File: config.mk
export PLATFORM = sky130hd
export DESIGN_NAME = shift_reg_sequencer
export DESIGN_NICKNAME = d
export VERILOG_FILES = /design/src/rtl/shift_reg_sequencer.sv
export SDC_FILE = /design/constraint.sdc
export NUM_CORES = 1
export LEC_CHECK = 0
export CAP_MARGIN = 20
export CORE_ASPECT_RATIO = 2
export CORE_MARGIN = 8
export CORE_UTILIZATION = 58
export CTS_BUF_LIST = sky130_fd_sc_hd__clkbuf_8 sky130_fd_sc_hd__clkbuf_16
export DETAILED_ROUTE_END_ITERATION = 6
export PLACE_DENSITY = 0.81
export SYNTH_ARGS = -nofsm -noshare
export SYNTH_HDL_FRONTEND = slang
export SYNTH_SLANG_ARGS = --single-unit
File: constraint.sdc
create_clock -name CLK -period 5.25 [get_ports CLK]
set_input_delay 1.05 -clock CLK [delete_from_list [all_inputs] [get_ports CLK]]
set_output_delay 1.05 -clock CLK [all_outputs]
set_load 0.005 [all_outputs]
File: src/rtl/shift_reg_sequencer.sv
// Command sequencer for a 4-bit universal shift register.
// Rotate/hold/load commands are queued in a small FIFO and expanded into
// N cycles of registered mux-select and parallel-data drive.
module shift_reg_sequencer #(
    parameter int DEPTH = 2
) (
    input  logic       CLK,
    input  logic       RST,
    input  logic       CMD_VALID,
    output logic       CMD_READY,
    input  logic [1:0] CMD_OP,
    input  logic [3:0] CMD_CNT,
    input  logic [3:0] CMD_DATA,
    output logic       S1,
    output logic       S0,
    output logic       D3,
    output logic       D2,
    output logic       D1,
    output logic       D0,
    output logic       BUSY,
    output logic       DONE,
    output logic [1:0] ROT_POS
);

    localparam int PTR_W = (DEPTH > 2) ? 2 : 1;
    localparam logic [PTR_W:0] FULL_CNT = (PTR_W + 1)'(DEPTH);

    localparam logic [1:0] OP_ROTL = 2'b00;
    localparam logic [1:0] OP_ROTR = 2'b01;
    localparam logic [1:0] OP_HOLD = 2'b10;
    localparam logic [1:0] OP_LOAD = 2'b11;

    typedef enum logic {
        IDLE = 1'b0,
        EXEC = 1'b1
    } state_e;

    // FIFO storage and bookkeeping; entry layout is {op, cnt, data}
    logic [9:0]       mem_q [DEPTH];
    logic [9:0]       mem_d [DEPTH];
    logic [PTR_W-1:0] wr_ptr_q, wr_ptr_d;
    logic [PTR_W-1:0] rd_ptr_q, rd_ptr_d;
    logic [PTR_W:0]   count_q, count_d;
    logic             full_s, empty_s, push_s, pop_s;
    logic [9:0]       head_s;

    // Sequencer state
    state_e     state_q, state_d;
    logic [1:0] op_q, op_d;
    logic [3:0] rem_q, rem_d;
    logic [1:0] sel_q, sel_d;
    logic [3:0] data_q, data_d;
    logic       busy_q, busy_d;
    logic       done_q, done_d;
    logic [1:0] rot_q, rot_d;

    assign full_s    = (count_q == FULL_CNT);
    assign empty_s   = (count_q == '0);
    assign CMD_READY = !full_s && !RST;
    assign push_s    = CMD_VALID && CMD_READY;
    assign head_s    = mem_q[rd_ptr_q];

    assign {S1, S0}         = sel_q;
    assign {D3, D2, D1, D0} = data_q;
    assign BUSY             = busy_q;
    assign DONE             = done_q;
    assign ROT_POS          = rot_q;

    // FIFO next-state: a pop never frees a slot for a same-cycle push
    always_comb begin
        mem_d    = mem_q;
        wr_ptr_d = wr_ptr_q;
        rd_ptr_d = rd_ptr_q;
        count_d  = count_q;
        if (push_s) begin
            mem_d[wr_ptr_q] = {CMD_OP, CMD_CNT, CMD_DATA};
            wr_ptr_d        = wr_ptr_q + PTR_W'(1'b1);
        end else begin
            wr_ptr_d = wr_ptr_q;
        end
        if (pop_s) begin
            rd_ptr_d = rd_ptr_q + PTR_W'(1'b1);
        end else begin
            rd_ptr_d = rd_ptr_q;
        end
        case ({push_s, pop_s})
            2'b10:   count_d = count_q + (PTR_W + 1)'(1'b1);
            2'b01:   count_d = count_q - (PTR_W + 1)'(1'b1);
            default: count_d = count_q;
        endcase
    end

    // FIFO registers with synchronous flush
    always_ff @(posedge CLK) begin
        if (RST) begin
            for (int i = 0; i < DEPTH; i++) begin
                mem_q[i] <= 10'd0;
            end
            wr_ptr_q <= '0;
            rd_ptr_q <= '0;
            count_q  <= '0;
        end else begin
            mem_q    <= mem_d;
            wr_ptr_q <= wr_ptr_d;
            rd_ptr_q <= rd_ptr_d;
            count_q  <= count_d;
        end
    end

    // Sequencer next-state: pop in IDLE, drive the op for N cycles in EXEC
    always_comb begin
        state_d = state_q;
        op_d    = op_q;
        rem_d   = rem_q;
        sel_d   = sel_q;
        data_d  = data_q;
        done_d  = 1'b0;
        rot_d   = rot_q;
        pop_s   = 1'b0;
        case (state_q)
            IDLE: begin
                sel_d = OP_HOLD;
                if (!empty_s) begin
                    pop_s  = 1'b1;
                    op_d   = head_s[9:8];
                    sel_d  = head_s[9:8];
                    data_d = head_s[3:0];
                    if (head_s[9:8] == OP_LOAD) begin
                        rem_d = 4'd1;
                    end else if (head_s[7:4] == 4'd0) begin
                        rem_d = 4'd1;
                    end else begin
                        rem_d = head_s[7:4];
                    end
                    state_d = EXEC;
                end else begin
                    state_d = IDLE;
                end
            end
            EXEC: begin
                rem_d = rem_q - 4'd1;
                case (op_q)
                    OP_ROTL: rot_d = rot_q + 2'd1;
                    OP_ROTR: rot_d = rot_q - 2'd1;
                    OP_LOAD: rot_d = 2'd0;
                    default: rot_d = rot_q;
                endcase
                if (rem_q == 4'd1) begin
                    sel_d   = OP_HOLD;
                    done_d  = 1'b1;
                    state_d = IDLE;
                end else begin
                    sel_d   = op_q;
                    state_d = EXEC;
                end
            end
            default: begin
                sel_d   = OP_HOLD;
                state_d = IDLE;
            end
        endcase
        busy_d = (state_d == EXEC);
    end

    // Sequencer registers; reset abandons any in-flight command silently
    always_ff @(posedge CLK) begin
        if (RST) begin
            state_q <= IDLE;
            op_q    <= OP_HOLD;
            rem_q   <= 4'd0;
            sel_q   <= OP_HOLD;
            data_q  <= 4'd0;
            busy_q  <= 1'b0;
            done_q  <= 1'b0;
            rot_q   <= 2'd0;
        end else begin
            state_q <= state_d;
            op_q    <= op_d;
            rem_q   <= rem_d;
            sel_q   <= sel_d;
            data_q  <= data_d;
            busy_q  <= busy_d;
            done_q  <= done_d;
            rot_q   <= rot_d;
        end
    end

endmodule
Fig. 1: run 1, signal metal coverage by tile
11 x 19 tiles, from dark blue (low) to red (high), scaled to the fullest tile. Values are wire area over tile area, all layers added.
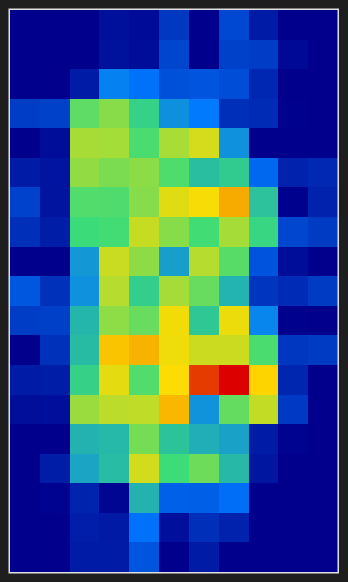
emptiest ninth of the die	north-east
densest ninth of the die	centre
tiles over half the peak	26%
mean over tiles	0.11
nearly empty tiles	27%
fullest tile	0.44
wire length per cell after detailed routing: 15.8 µm
vias after detailed routing: 1505
GRT Overall Usage: 15.2%
WL final: 3960 µm

Fig. 2: run 1, where the registers sit
Scale bar: 20 µm.
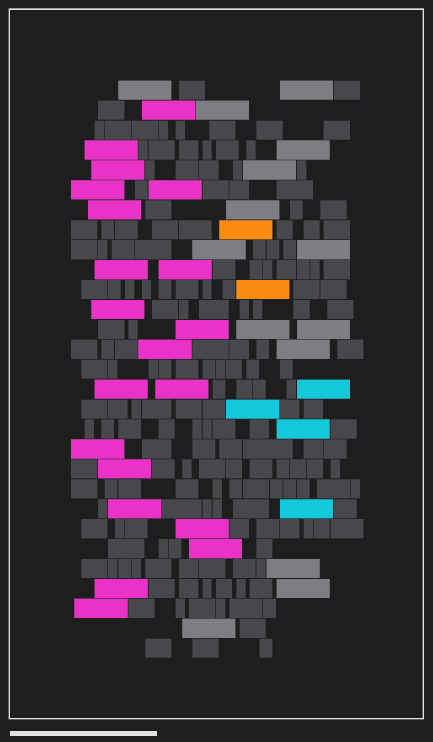
name in the netlist	colour	sequential cells
mem_q	magenta	20
rem_q	cyan	4
op_q	orange	2
not coloured	14
sequential standard cell area: 801 µm²
power in sequential cells: 0.000457 W
final core utilization: 68.2%
flop share of the area: 37.2%

==> flow_metrics.env, run 1 <==
# source this file to load flow results
export IMPL_post_drt_via_cell_ratio=6.00
export IMPL_synth_seq_area_share_pct=42.5
export IMPL_tritoncts="yes"
export IMPL_power_top_consumer="sequential cells"
export IMPL_final_max_slew_violation_count=0
export IMPL_post_synth_top_area_fraction_pct=42.5
export IMPL_final_layout_top_logic_cell="dfxtp_1"
export IMPL_async_reset_ff_share_pct=0
export IMPL_cts_htree_levels=2
export IMPL_final_layout_clock_cell_area_share_pct=3.78
export IMPL_crit_path_end_kind="primary output"
export IMPL_drt_iter0_drc=37
export IMPL_switching_share_pct=36.7
export IMPL_ys_types=46
export IMPL_regMostFlops="mem_q"
export IMPL_bufAreaShareNonClock_pct=11.0
export IMPL_count_leader_synth="dfxtp_1"
export IMPL_worstSkewPairLatency_ns=0.29
export IMPL_crit_required_ns=4.20
export IMPL_area_dominant_class="logic gates"
export IMPL_slew_headroom_pct=52.2
export IMPL_grt_pass1_vias=1537
export IMPL_run_status="finished clean"
export IMPL_startpoint="RST"
export IMPL_share_of_cells_above_drive_strength_1_pct=8.64
export IMPL_place_area_mm2=0.00207
export IMPL_ys_sh_aoi_pct=20.8
export IMPL_hpwlAfterDp_um=2970
export IMPL_grt_first_pass_wirelength_um=6960
export IMPL_hold_viol_final=0
export IMPL_combinationalPower_w=0.000347
export IMPL_placement_io_buffers=23
export IMPL_worst_path_stages=4
export IMPL_flow_area_growth_from_synthesis_pct=14.2
export IMPL_design_power_w=0.000998
export IMPL_cts_reportedPaths_clkPinSlew_ns=0.07
export IMPL_synth_area_top_cells="dfxtp_1 42%, mux2i_1 7.4%, o21ai_0 4.5%, o311ai_1 3.7%, inv_1 3.4%"
export IMPL_fin_skew_ns=0.00992
export IMPL_nonClockBufferCount=24
export IMPL_fin_nets=236
export IMPL_antenna_found_initial=0
export IMPL_holdCritStartpoint="mem_q[0]$_SDFFE_PP0P_"
export IMPL_placeableCoreArea_mm2=0.00316
export IMPL_switchingPower_w=0.000366
export IMPL_combGateArea_um2=925
export IMPL_p_int_w=0.000632
export IMPL_syn_cell_area_mm2=0.00189
export IMPL_ys_sh_mux_pct=10.0
export IMPL_reg2reg_setup_slack_ns=3.34
export IMPL_critical_path_most_common_cell="clkdlybuf4s50_1"
export IMPL_cts_made_buffers=5
export IMPL_synth_cells_most_frequent="40 x dfxtp_1, 17 x inv_1, 17 x o21ai_0"
export IMPL_drt_pass1_iter_count=4
export IMPL_p_leak_nw=0.835
export IMPL_ys_chip_area_mm2=0.00189
export IMPL_postCtsSetupRepairBufs=0
export IMPL_fin_tns_setup_ns=0
export IMPL_count_of_inverters_not_on_the_clock_network_in_the_layout=18
export IMPL_crit_reg2reg_launch="BUSY$_SDFF_PP0_"
export IMPL_clock_power_share_pct=19.4
Fig. 3: run 1, cell outlines without signal wires
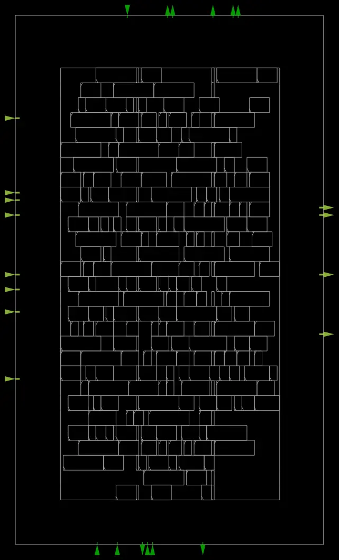
fillcell total: 265
Core Rows: 29
number of well taps: 31
FF+latch count: 40

==> run 2, diff against run 1 <==
- CORE_UTILIZATION: 58 -> 49
- PLACE_DENSITY: 0.81 -> 0.73
- clock period: 5.25 -> 3 ns (I/O delays scaled with it)
Fig. 4: run 2, where the registers sit
Scale bar: 20 µm.
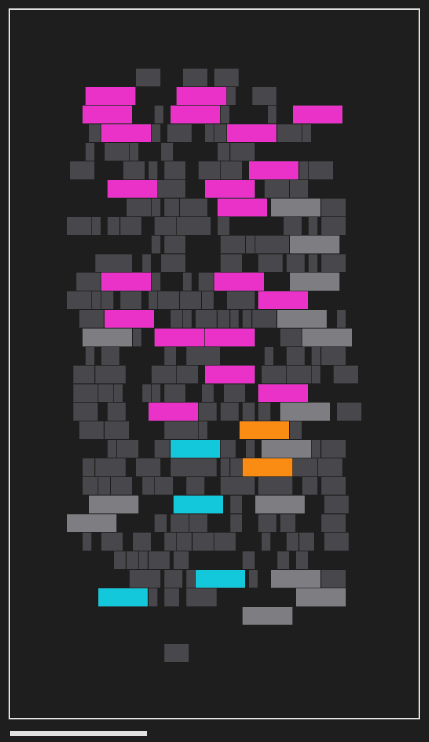
name in the netlist	colour	sequential cells
op_q	orange	2
mem_q	magenta	20
rem_q	cyan	4
final core utilization: 58.4%
power in sequential cells: 0.000804 W
flop share of the area: 36.4%

Fig. 5: run 2, signal metal coverage by tile
12 x 21 tiles, from dark blue (low) to red (high), scaled to the fullest tile. Values are wire area over tile area, all layers added.
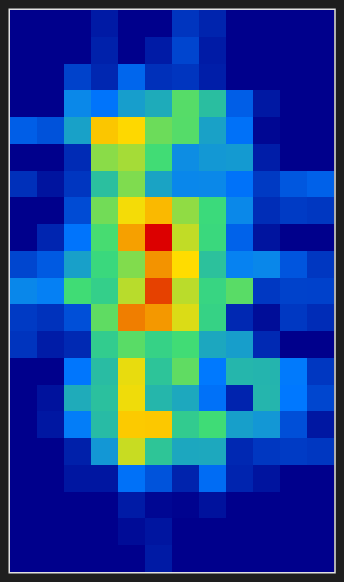
densest ninth of the die	centre
nearly empty tiles	33%
tiles over half the peak	15%
mean over tiles	0.11
fullest tile	0.49
GRT Overall Usage: 13.7%
WL final: 4060 µm
vias after detailed routing: 1531
wire length per cell after detailed routing: 14.9 µm

==> flow_metrics.env, run 2 <==
# source this file to load flow results
export IMPL_regMostFlops="mem_q"
export IMPL_synth_cells_most_frequent="40 x dfxtp_1, 17 x inv_1, 17 x o21ai_0"
export IMPL_area_sequential_um2=801
export IMPL_reg2reg_setup_slack_ns=1.07
export IMPL_syn_cell_area_mm2=0.00189
export IMPL_grt_pass1_vias=1443
export IMPL_share_of_cells_above_drive_strength_1_pct=9.01
export IMPL_num_fill_cells=370
export IMPL_final_clkbuf_count=6
export IMPL_worst_path_stages=4
export IMPL_cts_htree_levels=2
export IMPL_hold_path_class="reg2reg"
export IMPL_logic_gates=131
export IMPL_grt_setup_unrepaired="false"
export IMPL_crit_reg2reg_launch="BUSY$_SDFF_PP0_"
export IMPL_startpoint="count_q[1]$_SDFFE_PP0P_"
export IMPL_post_drt_via_cell_ratio=5.61
export IMPL_final_layout_clock_cell_area_share_pct=4.27
export IMPL_area_dominant_class="logic gates"
export IMPL_final_layout_top_logic_cell="dfxtp_1"
export IMPL_critPathKind="reg2out"
export IMPL_ys_sh_aoi_pct=20.8
export IMPL_pre_cts_slack_ns=0.649
export IMPL_power_top_consumer="sequential cells"
export IMPL_count_leader_synth="dfxtp_1"
export IMPL_combGateArea_um2=925
export IMPL_fin_nets=237
export IMPL_bufAreaShareNonClock_pct=11.2
export IMPL_ys_sh_mux_pct=10.0
export IMPL_drt_pass1_iter_count=4
export IMPL_clock_power_share_pct=20.4
export IMPL_synthXorXnorAreaFrac_pct=1.39
export IMPL_placeableCoreArea_mm2=0.00376
export IMPL_holdCritStartpoint="mem_q[3]$_SDFFE_PP0P_"
export IMPL_cts_made_buffers=5
export IMPL_gr_total_overflow=0
export IMPL_ys_types=46
export IMPL_openroad_warnings=27
export IMPL_run_status="finished clean"
export IMPL_antenna_found_initial=0
export IMPL_switching_share_pct=36.1
export IMPL_critPathMaxFanout=12
export IMPL_nFlopsAndLatches=40
export IMPL_place_area_mm2=0.00210
export IMPL_ys_chip_area_mm2=0.00189
export IMPL_fin_tns_setup_ns=0
export IMPL_synth_logic_top_family="AND-OR/OR-AND gates"
export IMPL_p_leak_nw=0.849
export IMPL_synth_seq_area_share_pct=42.5
export IMPL_combinationalPower_w=0.000612
export IMPL_postCtsSetupRepairBufs=0
export IMPL_drt_iter0_drc=68
export IMPL_post_route_min_period_ns=2.35
export IMPL_nonClockBufferCount=25
export IMPL_cts_reportedPaths_clkPinSlew_ns=0.07
export IMPL_insertedDiodeCount=0
export IMPL_switchingPower_w=0.000643
export IMPL_final_max_slew_violation_count=0
export IMPL_crit_path_end_kind="primary output"
export IMPL_flow_area_growth_from_synthesis_pct=16.6
export IMPL_p_int_w=0.00114
export IMPL_design_power_w=0.00178
export IMPL_slew_headroom_pct=50.5
export IMPL_yosys_register_bits=40
export IMPL_count_of_inverters_not_on_the_clock_network_in_the_layout=18
export IMPL_tritoncts="yes"
export IMPL_post_synth_top_area_fraction_pct=42.5
export IMPL_grt_util_met1_pct=16.8
export IMPL_grt_first_pass_wirelength_um=6820
export IMPL_hpwlAfterDp_um=2770
export IMPL_taps=51
export IMPL_async_reset_ff_share_pct=0
export IMPL_hold_viol_final=0
export IMPL_placementRows=32
export IMPL_placement_io_buffers=23
export IMPL_synth_area_top_cells="dfxtp_1 42%, mux2i_1 7.4%, o21ai_0 4.5%, o311ai_1 3.7%, inv_1 3.4%"
Fig. 6: run 2, clock distribution
Scale bar: 20 µm.
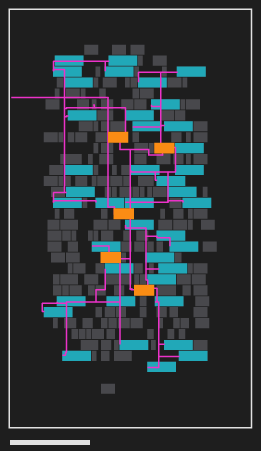
[clock wires] magenta | length: 445 µm
[flip-flops] cyan | count: 40
[cells driving clock nets] orange | count: 5
routed clock nets	6
Final Skew: 0.00686 ns
power consumed by the clock network: 0.000363 W
clock latency reported for the late side of the worst-skew pair: 0.29 ns

==> run 3, diff against run 2 <==
- clock period: 3 -> 2.1 ns (I/O delays scaled with it)
Fig. 7: run 3, clock distribution
Scale bar: 20 µm.
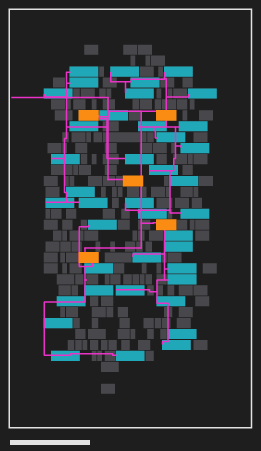
[flip-flops] cyan | count: 40
[cells driving clock nets] orange | count: 5
[clock wires] magenta | length: 443 µm
routed clock nets	6
clock latency reported for the late side of the worst-skew pair: 0.30 ns
Final Skew: 0.00807 ns
power consumed by the clock network: 0.000638 W
clock share of power: 23.9%

Fig. 8: run 3, where the registers sit
Scale bar: 20 µm.
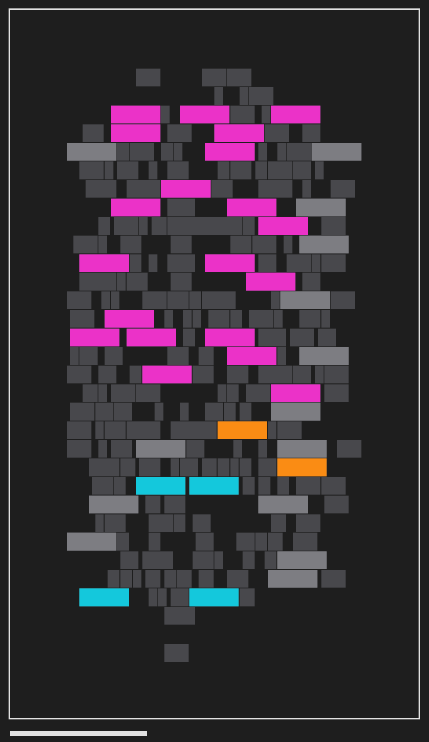
name in the netlist	colour	sequential cells
mem_q	magenta	20
op_q	orange	2
rem_q	cyan	4
not coloured	14
power in sequential cells: 0.00110 W
final core utilization: 60.0%
flop share of the area: 35.5%

Fig. 9: run 3, cell outlines without signal wires
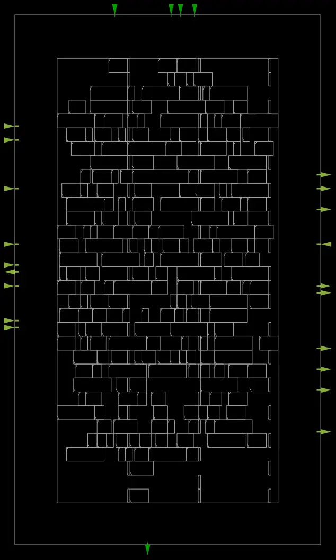
number of well taps: 51
Core Rows: 32

==> flow_metrics.env, run 3 <==
# source this file to load flow results
export IMPL_run_status="finished clean"
export IMPL_openroad_warnings=27
export IMPL_reg2reg_setup_slack_ns=0.33
export IMPL_switchingPower_w=0.000924
export IMPL_cts_sinks=40
export IMPL_area_dominant_class="logic gates"
export IMPL_count_of_inverters_not_on_the_clock_network_in_the_layout=18
export IMPL_synth_cells_most_frequent="40 x dfxtp_1, 17 x inv_1, 17 x o21ai_0"
export IMPL_count_leader_synth="dfxtp_1"
export IMPL_wirelength_um=3890
export IMPL_worst_path_stages=3
export IMPL_slew_headroom_pct=58.8
export IMPL_hold_depth=2
export IMPL_area_sequential_um2=801
export IMPL_grt_util_met1_pct=14.7
export IMPL_path_cells="nor2b_2, nor2_1, clkdlybuf4s50_1"
export IMPL_ys_types=46
export IMPL_final_layout_clock_cell_area_share_pct=5.10
export IMPL_cts_reportedPaths_clkPinSlew_ns=0.08
export IMPL_final_max_slew_violation_count=0
export IMPL_post_synth_top_area_fraction_pct=42.5
export IMPL_nonClockBufferCount=30
export IMPL_p_int_w=0.00174
export IMPL_logic_gates=131
export IMPL_fin_tns_setup_ns=0
export IMPL_pre_cts_slack_ns=0.0437
export IMPL_grt_pass1_vias=1480
export IMPL_design_power_w=0.00266
export IMPL_ys_sh_aoi_pct=20.8
export IMPL_critPathMaxFanout=9
export IMPL_hpwlAfterDp_um=2890
export IMPL_share_of_cells_above_drive_strength_1_pct=11.5
export IMPL_async_reset_ff_share_pct=0
export IMPL_postCtsSetupRepairBufs=0
export IMPL_cts_htree_levels=2
export IMPL_placeableCoreArea_mm2=0.00376
export IMPL_insertedDiodeCount=0
export IMPL_drt_iter0_drc=21
export IMPL_detailroute_via_count=1532
export IMPL_power_top_consumer="sequential cells"
export IMPL_hold_path_class="reg2reg"
export IMPL_ys_sh_mux_pct=10.0
export IMPL_crit_reg2reg_launch="count_q[0]$_SDFFE_PP0P_"
export IMPL_endpoint="CMD_READY"
export IMPL_holdCritStartpoint="mem_q[2]$_SDFFE_PP0P_"
export IMPL_p_leak_nw=0.880
export IMPL_wire_length_per_cell_after_detailed_routing_um=14.0
export IMPL_grt_busiest_layer="met2"
export IMPL_place_area_mm2=0.00214
export IMPL_placement_io_buffers=23
export IMPL_post_route_min_period_ns=1.99
export IMPL_synth_seq_area_share_pct=42.5
export IMPL_synth_logic_top_family="AND-OR/OR-AND gates"
export IMPL_regMostFlops="mem_q"
export IMPL_antenna_found_initial=0
export IMPL_rr_endpoint="count_q[1]$_SDFFE_PP0P_"
export IMPL_syn_cell_area_mm2=0.00189
export IMPL_nFlopsAndLatches=40
export IMPL_yosys_register_bits=40
export IMPL_fin_nets=242
export IMPL_tritoncts="yes"
export IMPL_crit_path_end_kind="primary output"
export IMPL_drt_pass1_iter_count=4
export IMPL_flow_area_growth_from_synthesis_pct=19.7
export IMPL_combGateArea_um2=925
export IMPL_ys_chip_area_mm2=0.00189
export IMPL_final_clkbuf_count=5
export IMPL_grt_first_pass_wirelength_um=6560
export IMPL_post_drt_via_cell_ratio=5.51
export IMPL_synth_adder_area_share_pct=1.99
export IMPL_synthXorXnorAreaFrac_pct=1.39
export IMPL_crit_path_max_incr_delay_ns=0.58
export IMPL_switching_share_pct=34.7
export IMPL_combinationalPower_w=0.000930
export IMPL_synth_area_top_cells="dfxtp_1 42%, mux2i_1 7.4%, o21ai_0 4.5%, o311ai_1 3.7%, inv_1 3.4%"
export IMPL_grt_setup_unrepaired="false"
export IMPL_cts_made_buffers=5
export IMPL_critPathKind="reg2out"
export IMPL_num_fill_cells=358

==> layout pictures side by side <==
Sizing map.
panel A
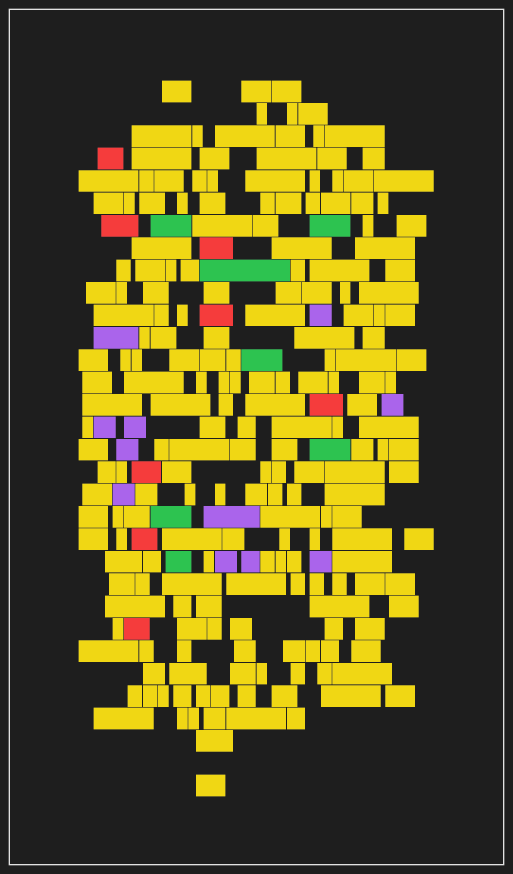
panel B
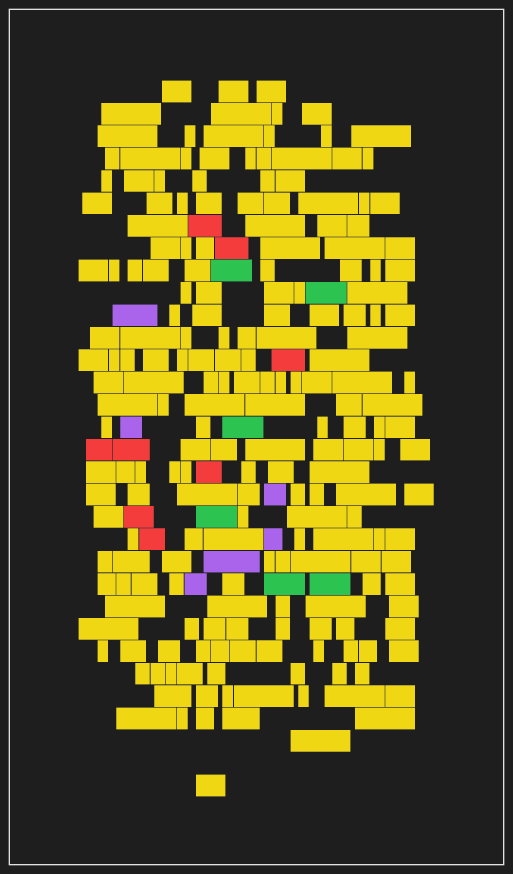
panel C
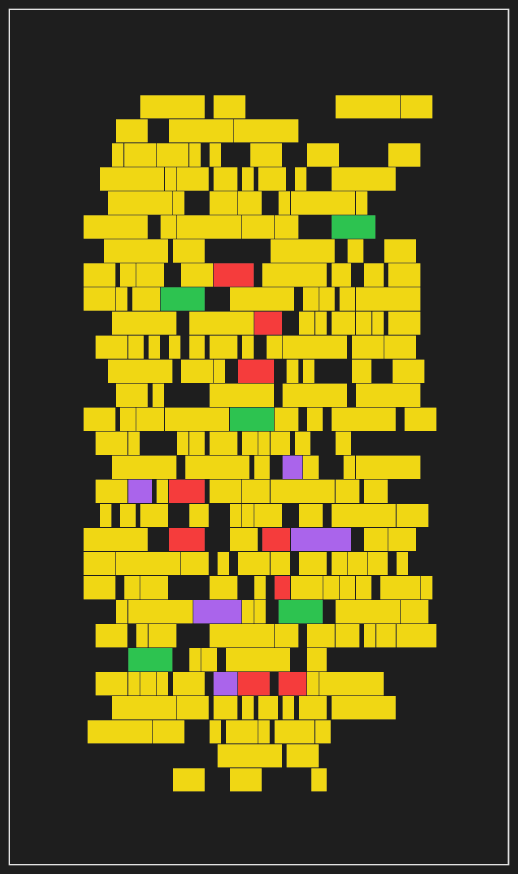
Run 1 is panel C.
Run 3 is panel A.
Run 2 is panel B.

Key to panel A:
size	colour	cells	share	most used
drive 3 to 4	purple	11	4.8%	buf_4
drive 2	red	8	3.5%	mux2_2
drive 6 and up	green	7	3.1%	clkbuf_8
drive 1 or less	yellow	201	89%	dfxtp_1

Power figures rest on the tool's default switching activity, not on a simulated workload.
